File: src/rtl/alu_operand_stage.sv
// alu_operand_stage
//   Operand issue stage directly upstream of the ALU. Decoded instructions
//   arrive over a valid/ready handshake. Each source is read from a 32-entry
//   register file, with a bypass path from the write-back port. A busy
//   scoreboard stalls RAW and WAW hazards. Operands, the op select and the
//   destination tag are held in a registered output slot for the ALU.
//
// Ports
//   clk, rst_n                        clock (rising edge), async active-low reset
//   dec_valid / dec_ready             decode handshake; dec_ready is independent of dec_valid
//   dec_rs1, dec_rs2, dec_rd, dec_we  source/destination indices, write enable
//   dec_imm, dec_use_imm              immediate; replaces rs2 as operand B when set
//   dec_alu_sel                       op code, passed through to alu_sel
//   ex_valid / ex_ready               execute handshake for the registered slot
//   alu_a, alu_b, alu_sel             registered operands and op
//   ex_rd, ex_we                      registered destination tag
//   wb_valid, wb_rd, wb_data          write-back port (never stalls)
//   busy                              scoreboard bits (debug)

module alu_operand_stage #(
   parameter int  XLEN = 32,
   parameter int  NREG = 32,
   localparam int RAW  = $clog2(NREG)
) (
   input  logic            clk,
   input  logic            rst_n,

   input  logic            dec_valid,
   output logic            dec_ready,
   input  logic [RAW-1:0]  dec_rs1,
   input  logic [RAW-1:0]  dec_rs2,
   input  logic [RAW-1:0]  dec_rd,
   input  logic            dec_we,
   input  logic [XLEN-1:0] dec_imm,
   input  logic            dec_use_imm,
   input  logic [2:0]      dec_alu_sel,

   output logic            ex_valid,
   input  logic            ex_ready,
   output logic [XLEN-1:0] alu_a,
   output logic [XLEN-1:0] alu_b,
   output logic [2:0]      alu_sel,
   output logic [RAW-1:0]  ex_rd,
   output logic            ex_we,

   input  logic            wb_valid,
   input  logic [RAW-1:0]  wb_rd,
   input  logic [XLEN-1:0] wb_data,

   output logic [NREG-1:0] busy
);

   logic [XLEN-1:0] regs_q [NREG];
   logic [NREG-1:0] busy_q, busy_d;

   logic            ex_valid_q, ex_valid_d;
   logic [XLEN-1:0] alu_a_q, alu_a_d;
   logic [XLEN-1:0] alu_b_q, alu_b_d;
   logic [2:0]      alu_sel_q, alu_sel_d;
   logic [RAW-1:0]  ex_rd_q, ex_rd_d;
   logic            ex_we_q, ex_we_d;

   logic [XLEN-1:0] rs1_val, rs2_val;
   logic [NREG-1:0] clr_vec, pend_vec;
   logic            hazard, issue, wb_wr;

   assign wb_wr = wb_valid && (wb_rd != '0);

   // Source read: x0 is hard zero, and an in-flight write-back wins over the array.
   always_comb begin
      rs1_val = '0;
      rs2_val = '0;
      if (dec_rs1 != '0)
         rs1_val = (wb_valid && wb_rd == dec_rs1) ? wb_data : regs_q[dec_rs1];
      if (dec_rs2 != '0)
         rs2_val = (wb_valid && wb_rd == dec_rs2) ? wb_data : regs_q[dec_rs2];
   end

   // A register is pending only if busy and not being cleared this very cycle.
   always_comb begin
      clr_vec = '0;
      for (int r = 0; r < NREG; r++)
         clr_vec[r] = wb_valid && (wb_rd == RAW'(r));
      pend_vec    = busy_q & ~clr_vec;
      pend_vec[0] = 1'b0;
   end

   assign hazard = pend_vec[dec_rs1]
                 | (!dec_use_imm && pend_vec[dec_rs2])
                 | (dec_we && pend_vec[dec_rd]);

   assign dec_ready = (!ex_valid_q || ex_ready) && !hazard;
   assign issue     = dec_valid && dec_ready;

   always_comb begin
      ex_valid_d = ex_valid_q;
      alu_a_d    = alu_a_q;
      alu_b_d    = alu_b_q;
      alu_sel_d  = alu_sel_q;
      ex_rd_d    = ex_rd_q;
      ex_we_d    = ex_we_q;
      busy_d     = busy_q;

      if (issue) begin
         ex_valid_d = 1'b1;
         alu_a_d    = rs1_val;
         alu_b_d    = dec_use_imm ? dec_imm : rs2_val;
         alu_sel_d  = dec_alu_sel;
         ex_rd_d    = dec_rd;
         ex_we_d    = dec_we && (dec_rd != '0);
      end else if (ex_ready) begin
         ex_valid_d = 1'b0;
      end

      // Clear first, then set: a WAW issue racing its own clear stays busy.
      if (wb_wr)
         busy_d[wb_rd] = 1'b0;
      if (issue && dec_we && (dec_rd != '0))
         busy_d[dec_rd] = 1'b1;
   end

   always_ff @(posedge clk or negedge rst_n) begin
      if (!rst_n) begin
         for (int r = 0; r < NREG; r++)
            regs_q[r] <= '0;
      end else if (wb_wr) begin
         regs_q[wb_rd] <= wb_data;
      end
   end

   always_ff @(posedge clk or negedge rst_n) begin
      if (!rst_n) begin
         busy_q     <= '0;
         ex_valid_q <= 1'b0;
         alu_a_q    <= '0;
         alu_b_q    <= '0;
         alu_sel_q  <= '0;
         ex_rd_q    <= '0;
         ex_we_q    <= 1'b0;
      end else begin
         busy_q     <= busy_d;
         ex_valid_q <= ex_valid_d;
         alu_a_q    <= alu_a_d;
         alu_b_q    <= alu_b_d;
         alu_sel_q  <= alu_sel_d;
         ex_rd_q    <= ex_rd_d;
         ex_we_q    <= ex_we_d;
      end
   end

   assign ex_valid = ex_valid_q;
   assign alu_a    = alu_a_q;
   assign alu_b    = alu_b_q;
   assign alu_sel  = alu_sel_q;
   assign ex_rd    = ex_rd_q;
   assign ex_we    = ex_we_q;
   assign busy     = busy_q;

endmodule

File: config.mk
export PLATFORM = sky130hd
export DESIGN_NAME = alu_operand_stage
export DESIGN_NICKNAME = d
export VERILOG_FILES = /design/src/rtl/alu_operand_stage.sv
export SDC_FILE = /design/constraint.sdc
export NUM_CORES = 2
export LEC_CHECK = 0
export CORE_MARGIN = 2
export CORE_UTILIZATION = 47
export CTS_BUF_LIST = sky130_fd_sc_hd__clkbuf_4
export CTS_CLUSTER_DIAMETER = 30
export CTS_CLUSTER_SIZE = 28
export DETAILED_ROUTE_END_ITERATION = 8
export PLACE_DENSITY = 0.66
export RECOVER_POWER = 100
export SYNTH_ARGS = -nofsm -noshare
export SYNTH_HDL_FRONTEND = slang
export SYNTH_SLANG_ARGS = --single-unit
export TNS_END_PERCENT = 30
File: constraint.sdc
create_clock -name clk -period 2.33 [get_ports clk]
set_input_delay 0.3495 -clock clk [delete_from_list [all_inputs] [get_ports clk]]
set_output_delay 0.3495 -clock clk [all_outputs]
set_load 0.005 [all_outputs]
==> images/m2.png <==
Scale: 1 px per um. Cells faint in the background.
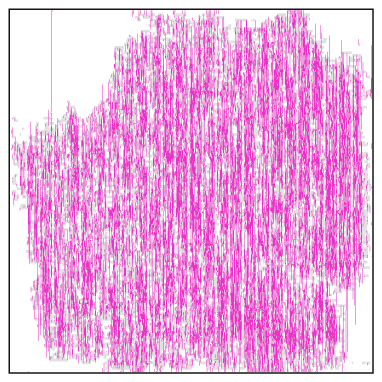
4,614 nets have wire on it. The longest straight run is 136 um. The layer holds 47% of the routed length.

==> images/port_trees.png <==
Scale: 1 px per um.
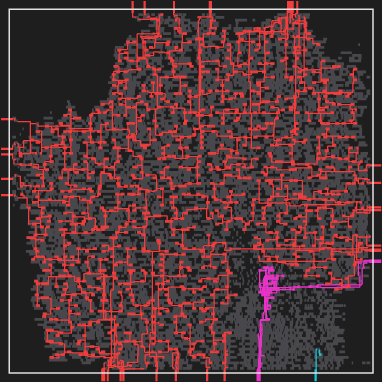
Key: wb_rd = magenta [direction input, edge 3 south, 2 east, end cells 29, buffers 15, wire 888 um]; wb_data = red [direction input, edge 11 north, 9 south, 7 east, 5 west, end cells 1,056, buffers 89, wire 11,800 um]; ex_ready = cyan [direction input, edge south, end cells 1, buffers 1, wire 28.8 um]

==> impl_metrics.tcl <==
# implementation run metrics
set metrics [dict create \
    seq_power_share_pct 43.4 \
    status "complete, but fails checks" \
    fill_cells 10200 \
    drv_cap 3 \
    cts_resized 333 \
    holdPathStages 5 \
    final-max-slew-violation-count 99 \
    placementRows 131 \
    mux_area_share_pct 42.0 \
    worst_path_most_repeated_cell "buf_4" \
    rsz0062_at_grt "true" \
    seq-cell-share_pct 38.1 \
    comb_area_mm2 0.0309 \
    comb_share_pct 41.6 \
    r2r_cells 13 \
    violations "max-capacitance violations, max-slew violations, negative setup slack" \
    io_pins 201 \
    crit_chain "o21ai_0 > buf_4 > mux4_2 > a211oi_2 > buf_4 > nand4_1 > nand2_2 > nor2_4 > buf_2" \
    clock_path_buffers 4 \
    clk_share_pct 5.74 \
    setup_viol 1040 \
    holdPathEnd "alu_a[27]" \
    die_area_mm2 0.131 \
    flops 1130 \
    hold_path.startpoint "dec_rs1[3]" \
    fin_ws_ns -1.23 \
]
[per-layer routing]
layer / part of all wire [%] / track usage, %
met2: 47 / 48.3
met4: 3.6 / 10.7
met1: 41 / 41.8
met3: 7.9 / 7.07
met5: 0 / 0
[worst reg2reg max path, cell delays in order (launching register included)]
cell       delay [ns]
dfrtp_1          0.37
o21ai_0          0.13
buf_4            0.17
mux4_2           0.46
a211oi_2         0.27
buf_4            0.16
nand4_1          0.12
buf_4            0.19
nand4bb_4        0.13
buf_12           0.15
buf_16           0.16
buf_12           0.15
buf_16           0.13
mux2_4           0.29
[stage by stage]
stage                     setup TNS [ns]  std cells  total power, uW  setup WS [ns]  cell area [um2]
after CTS                         -40.83       6813            60900          -1.19            74900
after detailed placement         -532.34       6186            40600          -1.61            69000
after floorplan                   -47.72       4232            34900         -0.514            60500
after global placement           -494.42       6186            40100          -1.61            69000
after global routing             -229.19       6829            63800          -1.33            74200
final                            -195.03       6832            60900          -1.23            74200
[power by group through the flow]
stage               clock network [uW]  logic [uW]  registers (uW)
CTS                              20400       14200           26300
detailed placement                   0       14000           26700
global route                     21600       15300           26900
global placement                     0       13700           26400
floorplan                            0        9060           25800
finish                           20100       14400           26400
[cells in the mapped netlist, drive strengths merged, types with 3 or more instances]
cell	number
o31ai	32
nor2b	3
o21ai	221
a221oi	65
o221ai	3
o211ai	10
dfrtp	1130
inv	8
buf	134
xor2	8
a211oi	34
nand4b	3
nand3b	5
nand4	4
nand4bb	4
nand2	65
o2111ai	3
mux2	1131
a21oi	73
nand2b	8
mux4	453
nor2	70
nor3	5
nand3	44
a22oi	98
clkbuf	339
mux2i	235
and4bb	3
a21boi	6
[logic make-up after synthesis]
group	Yosys count
muxes	1819
xor gates and xnor gates	10
AOI/OAI and AO/OA	564
DFF	1130
buffers and inverters	481
and+or+nand+nor	228
Power figures rest on the tool's default switching activity, not on a simulated workload.
